`config.mk`:
```
export PLATFORM = sky130hd
export DESIGN_NAME = timer_dev
export DESIGN_NICKNAME = d
export VERILOG_FILES = /design/src/rtl/timer_pkg.sv /design/src/rtl/timer_dev.sv
export SDC_FILE = /design/constraint.sdc
export NUM_CORES = 1
export LEC_CHECK = 0
export CORE_MARGIN = 4
export CORE_UTILIZATION = 57
export DETAILED_ROUTE_END_ITERATION = 7
export PLACE_DENSITY = 0.86
export RECOVER_POWER = 100
export SYNTH_ARGS = -nofsm -noshare
export SYNTH_HDL_FRONTEND = slang
export SYNTH_SLANG_ARGS = --single-unit
```
`constraint.sdc`:
```
create_clock -name clk -period 3.75 [get_ports clk]
set_input_delay 0.375 -clock clk [delete_from_list [all_inputs] [get_ports clk]]
set_output_delay 0.375 -clock clk [all_outputs]
set_load 0.02 [all_outputs]
```
`src/rtl/timer_pkg.sv`:
```
// rtl/timer_pkg.sv - shared definitions for the memory-mapped countdown timer
//
// Purpose: FSM state encoding, register word offsets, CTRL bit positions and
//          mode constants used by timer_dev and anything that decodes its map.
// Ports:   none (package).
package timer_pkg;

  typedef enum logic [1:0] {
    IDLE = 2'd0,
    LOAD = 2'd1,
    CNT  = 2'd2,
    INT  = 2'd3
  } state_e;

  localparam logic [1:0] CTRL_OFS   = 2'd0;
  localparam logic [1:0] PRESET_OFS = 2'd1;
  localparam logic [1:0] COUNT_OFS  = 2'd2;
  localparam logic [1:0] STAT_OFS   = 2'd3;

  localparam int EN_BIT   = 0;
  localparam int MODE_LSB = 1;
  localparam int IM_BIT   = 3;

  localparam logic [1:0] MODE_ONESHOT = 2'b00;
  localparam logic [1:0] MODE_RELOAD  = 2'b01;

endpackage

```
`src/rtl/timer_dev.sv`:
```
// rtl/timer_dev.sv - memory-mapped countdown timer with level interrupt
//
// Purpose: one timer window on the processor bridge. Word registers CTRL,
//          PRESET, COUNT (read-only) and a reserved/status word. Read data is
//          combinational from Addr; writes land on the rising clock edge.
//          Optional macro TIMER_STATUS_EN exposes irq_pend at Addr 3 (W1C).
// Ports:
//   clk   in   system clock, rising edge
//   reset in   asynchronous active-low reset
//   Addr  in   [1:0] word offset: 0 CTRL, 1 PRESET, 2 COUNT, 3 reserved/status
//   WE    in   word write strobe for this window
//   DIn   in   [31:0] write data
//   DOut  out  [31:0] read data for Addr
//   IRQ   out  level interrupt = CTRL.IM & irq_pend
module timer_dev
  import timer_pkg::*;
#(
  parameter logic [31:0] PRESET_RST = 32'h0
) (
  input  logic        clk,
  input  logic        reset,
  input  logic [1:0]  Addr,
  input  logic        WE,
  input  logic [31:0] DIn,
  output logic [31:0] DOut,
  output logic        IRQ
);

  state_e      state_q, state_d;
  logic [3:0]  ctrl_q, ctrl_d;
  logic [31:0] preset_q, preset_d;
  logic [31:0] count_q, count_d;
  logic        pend_q, pend_d;
  logic        pend_set;
  logic        pend_clr;
  logic [1:0]  mode;

  assign mode = ctrl_q[MODE_LSB +: 2];

  always_comb begin
    state_d  = state_q;
    ctrl_d   = ctrl_q;
    preset_d = preset_q;
    count_d  = count_q;
    pend_set = 1'b0;
    pend_clr = 1'b0;

    case (state_q)
      IDLE: begin
        if (ctrl_q[EN_BIT]) state_d = LOAD;
      end
      LOAD: begin
        count_d = preset_q;
        state_d = CNT;
      end
      CNT: begin
        if (!ctrl_q[EN_BIT]) begin
          state_d = IDLE;
        end else if (count_q <= 32'd1) begin
          // Treating 1 and 0 alike makes a zero preset behave as one and
          // keeps COUNT from ever wrapping below zero.
          count_d  = 32'd0;
          pend_set = 1'b1;
          state_d  = INT;
        end else begin
          count_d = count_q - 32'd1;
        end
      end
      INT: begin
        if (mode == MODE_RELOAD) begin
          pend_clr = 1'b1;
          state_d  = LOAD;
        end else begin
          ctrl_d[EN_BIT] = 1'b0;
          state_d        = IDLE;
        end
      end
      default: state_d = IDLE;
    endcase

    // CPU writes are applied after the FSM so a CTRL write overrides the
    // FSM clearing En in the same cycle.
    if (WE) begin
      case (Addr)
        CTRL_OFS: begin
          ctrl_d   = DIn[3:0];
          pend_clr = 1'b1;
        end
        PRESET_OFS: begin
          preset_d = DIn;
          pend_clr = 1'b1;
        end
`ifdef TIMER_STATUS_EN
        STAT_OFS: begin
          if (DIn[0]) pend_clr = 1'b1;
        end
`endif
        default: ;
      endcase
    end

    // Set beats clear so an expiry coinciding with a clearing write is kept.
    if (pend_set)      pend_d = 1'b1;
    else if (pend_clr) pend_d = 1'b0;
    else               pend_d = pend_q;
  end

  always_ff @(posedge clk or negedge reset) begin
    if (!reset) begin
      state_q  <= IDLE;
      ctrl_q   <= 4'd0;
      preset_q <= PRESET_RST;
      count_q  <= 32'd0;
      pend_q   <= 1'b0;
    end else begin
      state_q  <= state_d;
      ctrl_q   <= ctrl_d;
      preset_q <= preset_d;
      count_q  <= count_d;
      pend_q   <= pend_d;
    end
  end

  always_comb begin
    DOut = 32'd0;
    case (Addr)
      CTRL_OFS:   DOut = {28'd0, ctrl_q};
      PRESET_OFS: DOut = preset_q;
      COUNT_OFS:  DOut = count_q;
`ifdef TIMER_STATUS_EN
      STAT_OFS:   DOut = {31'd0, pend_q};
`endif
      default:    DOut = 32'd0;
    endcase
  end

  assign IRQ = ctrl_q[IM_BIT] & pend_q;

endmodule

```
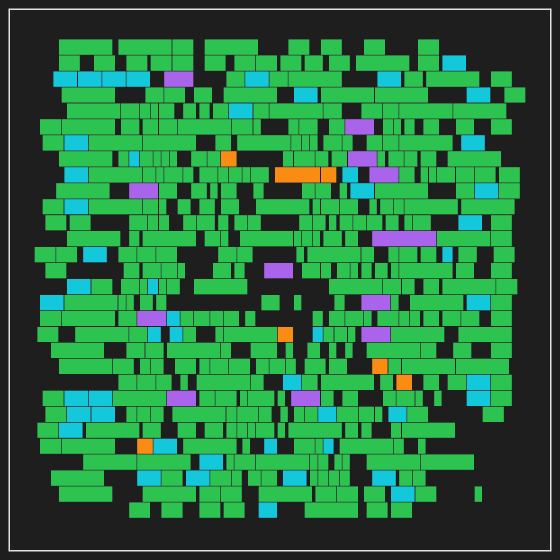
**Above:** cell sizes after repair.
| color | size | cells | share | most used |
|---|---|---|---|---|
| cyan | x2 | 49 | 11% | mux2_2 |
| orange | x3 and x4 | 7 | 1.5% | buf_4 |
| green | x1 and smaller | 396 | 85% | dfrtp_1 |
| purple | x6 and larger | 12 | 2.6% | clkbuf_8 |
area growth from synthesis to layout: 23.4%
post-route cell area: 4960 um2

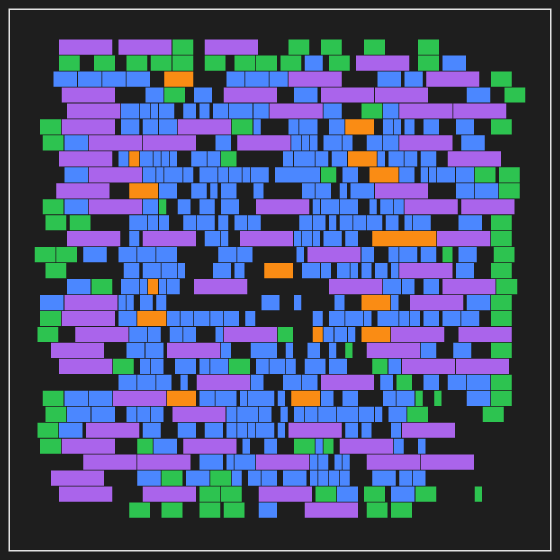
**Above:** placement by cell class.
| color | class | cells |
|---|---|---|
| blue | remaining logic cells | 297 |
| orange | clock drivers and dummy loads | 15 |
| green | remaining buffers and delay cells | 81 |
| purple | sequential cells | 71 |

==> results_slide.txt <==
Key Metrics from the Run

Status
  • Status: complete, but fails checks
  • Failing checks: design-rule violations, max-capacitance violations, max-slew violations

Final timing
  • Max-slew headroom: -17.3%
  • Achievable Freq: 311 MHz
  • Fin Clk Skew: 0.00617 ns
  • Setup TNS: 0 ns
  • Setup violators final: 0
  • Worst-margin pin slew: 1.76 ns
  • Final period util: 85.7%
  • Fin. max-slew vios: 33
  • Final hold violation count: 0
  • RSZ-0062 raised after global routing: no
  • Crit path time final: 3.21 ns

Logic synthesis
  • Yosys cell types: 52
  • Post-synth top area share: 44.2%
  • Post-synth tally of flip-flops with integrated enable: 0
  • Most common reg cell: dfrtp_1
  • Synth flops: 71
  • Synth area leader: dfrtp_1
  • Syn Area/Cell: 10.0 um2
  • # Cells Yosys: 402
  • Asr flop ratio synth: 100%
  • Syn nets: 441
  • Yosys top cell by instances: dfrtp_1
  • Post-Syn Area: 4020 um2
  • Yosys chip area: 4020 um2
  • Register area share after synthesis: 44.2%
  • Yosys warns: 0
  • Post-synth top cells: dfrtp_1 (71), mux2_2 (35), nand2_1 (31)
  • Top cells, area: dfrtp_1 (44%), mux2_2 (9.8%), a22o_1 (6.3%)

Critical path
  • Worst-path cell chain: dlygate4sd3_1, nor2b_2, buf_4, a22o_1, dlygate4sd3_1
  • CP peak stage delay: 0.69 ns
  • Crit Path Max Fanout: 22
  • Critical path startpoint: Addr[1]
  • Worst R2R Setup Slack: 0.85 ns
  • Most used cell, CP: dlygate4sd3_1
  • R2r worst-path depth: 6
  • Crit Path Class: input port to primary output
  • Arrival @ worst endpoint: 2.84 ns
  • CP Capture Point: DOut[10]
  • RR Startpoint: state_q[1]
  • R2r endpoint: count_q[23]
  • Worst EP required: 3.38 ns
  • Startpoint types: input port
  • Worst setup EP type: primary output

Clocking
  • H-tree depth: 3
  • Root Buffer: clkbuf_8
  • Post-CTS Setup Inserts: 0
  • Late-Pin Clk Latency: 0.35 ns
  • Post_cts resized: 0
  • CTS buffer count: 9
  • CTS tree: done
  • Worst-path clk slew: 0.07 ns
  • Clock net sink count: 71
  • Clock tree buffer depth: 2
  • Cts-stage hold buffer count: 0

Power and ir drop
  • Worst IR Drop VDD: 312 uV
  • Sw frac: 42.0%
  • Reg power frac: 42.3%
  • Clk pwr share: 18.2%
  • Static Leak: 1.99 nW
  • Logic pwr share: 39.5%
  • P_int: 1.97 mW
  • NetSw: 1.43 mW
  • Total power: 3.40 mW
  • Pwr Density: 685 nW/um2

Global route
  • First-pass GRT wire length: 18200 um
  • Largest net degree at the start of global routing: 41
  • Vias in the first global route: 3628
  • Global route total overflow: 0
  • Antenna violations before repair: 0

Floorplanning
  • Core Area: 6830 um2
  • I/O pin count: 70
  • Die H: 92.0 um
  • Die area: 8460 um2
  • Row cnt: 30
  • Chip width: 92.0 um
  • Init Core Util: 58.9%

Detailed routing
  • First drt pass iteration count: 8
  • Remaining routing DRC violations: 13
  • Vias per cell: 6.68
  • Wire per inst: 20.1 um
  • Routed Wire Length: 11300 um
  • 1st-iter DRT viols: 376
  • Final antenna-violating net count: 0
  • Vias: 3738

Layout
  • Ant diodes: 0
  • Share of cells above drive strength 1: 14.7%
  • Fin nets: 499
  • # fillers: 522

Run
  • Tool Warnings: 27
  • Max-cap violations: 1

Placement
  • HPWL after DPL: 7840 um
  • Port bufs: 69
  • Placer Congestion: 0.928

Hold path
  • Min-delay worst type: input port to async pin
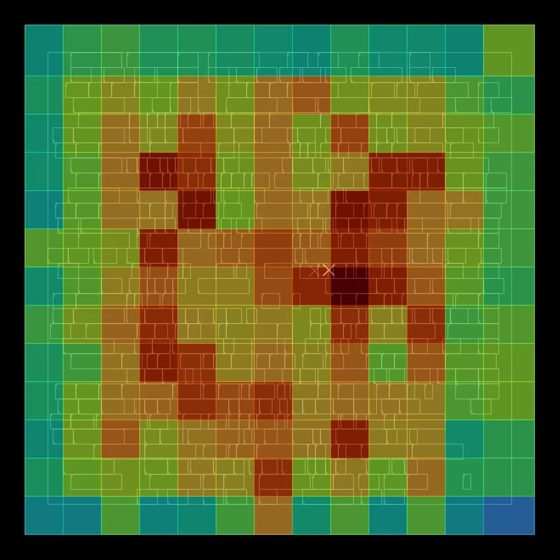
**Above:** routing congestion.
most used routing layer in global routing: met2
M2 GR Usage: 41.5%
GRT Util Overall: 26.9%

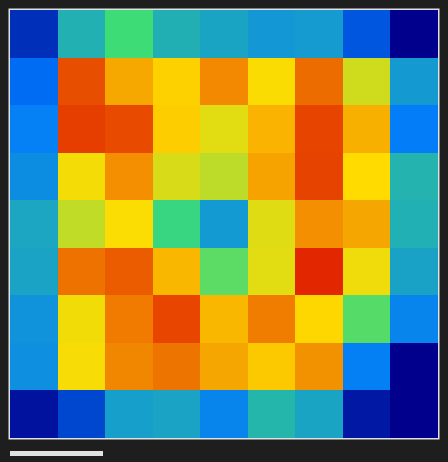
**Above:** cell area per tile.
Bar = 20 um. 9 x 9 tiles, from dark blue (low) to red (high), 0 to 100% covered.
mean over tiles: 57%
fullest tile: 96%
tiles over 75% full: 38%
emptiest ninth of the die: lower right
nearly empty tiles: 3.7%

-- kinds of logic (layout without fill, tap and decap cells) --
logic type | Yosys count | in the layout | synth area share [%]
AOI/OAI and AO/OA | 114 | 114 | 21.8
DFF | 71 | 71 | 44.2
muxes | 39 | 39 | 10.8
adders and majority gates | 2 | 2 | 0.622
buffers and inverters | 41 | 103 | 3.95
and+or+nand+nor | 135 | 135 | 18.7
-- worst min path at each step --
stage	endpoint	slack, ns	cells after the start
after floorplan	count_q[0]	0.08	0
after global placement	preset_q[3]	0.46	1
after detailed placement	preset_q[3]	0.46	1
after CTS	preset_q[3]	0.09	1
after global routing	pend_q	0.55	2
final	preset_q[3]	0.49	1
-- power groups by stage --
stage	combinational, mW	clock (mW)	sequential (mW)
global route	1.47	0.652	1.47
finish	1.34	0.620	1.44
detailed placement	1.36	0	1.43
global placement	1.31	0	1.42
floorplan	1.05	0	1.24
CTS	1.37	0.626	1.42
-- flip-flops by register name, indices dropped and copies added, names as in the netlist --
name / count
count_q: 32
preset_q: 32
ctrl_q: 4
state_q: 2
pend_q: 1
-- worst max-delay path, delay by kind of cell --
kind,cells,cell delay [ns]
AOI/OAI and AO/OA,1,0.21
buffers and inverters,3,1.75
and+or+nand+nor,1,0.50
-- area by class of cell --
class                   instances  area, um2  area share [%]
flip-flops and latches         71       1780            35.8
clock inverters                 4       45.0           0.908
well taps                      96        120            2.42
clock buffers                  11        151            3.05
multi-input cells             290       2090            42.1
inverters                       7       26.3           0.530
repair buffers                 81        754            15.2
-- per-layer routing --
layer	global-route usage (%)	up-vias	share of wire [%]
li1	-	1686	-
met1	36.7	1809	43
met2	41.5	206	46
met3	5.50	37	8.0
met4	11.9	0	3.0
met5	0	-	0
-- placed cells by master (no fill, tap or decap), types with 3 or more instances in the layout --
master / netlist / final
nor4_1: 10 / 11
a22oi_1: 16 / 16
nand4b_1: 3 / 3
inv_1: 7 / 7
o2111ai_1: 3 / 3
nand2b_1: 5 / 5
clkinv_2: 0 / 3
nand3_1: 18 / 18
nor2b_2: 0 / 3
clkdlybuf4s50_1: 0 / 35
o211ai_1: 9 / 9
nand4_1: 9 / 9
nor3_1: 9 / 9
o21ai_0: 15 / 15
dlygate4sd3_1: 0 / 33
or3_1: 9 / 9
or2_2: 4 / 4
clkbuf_1: 24 / 5
or4_1: 5 / 5
mux2i_1: 4 / 4
o31ai_1: 4 / 4
a21oi_1: 4 / 4
clkbuf_8: 0 / 11
buf_4: 0 / 6
dfrtp_1: 71 / 71
mux2_2: 35 / 35
o311ai_0: 9 / 10
a221oi_1: 4 / 4
a31oi_1: 4 / 4
a22o_1: 29 / 29
nor2_1: 14 / 14
nand2_1: 31 / 31
-- per-stage QoR --
step / setup WS [ns] / instances / instance area [um2] / util (%) / hold WS, ns
finish: 0.537 / 560 / 4960 / 72.6 / 0.486
global route: 0.429 / 560 / 4960 / 72.6 / 0.549
CTS: 0.690 / 560 / 4990 / 73.0 / 0.0875
detailed placement: 0.697 / 545 / 4790 / 70.2 / 0.463
global placement: 0.826 / 545 / 4790 / 70.2 / 0.462
floorplan: 1.53 / 402 / 4020 / - / 0.0794
Power and IR drop assume default switching activity.
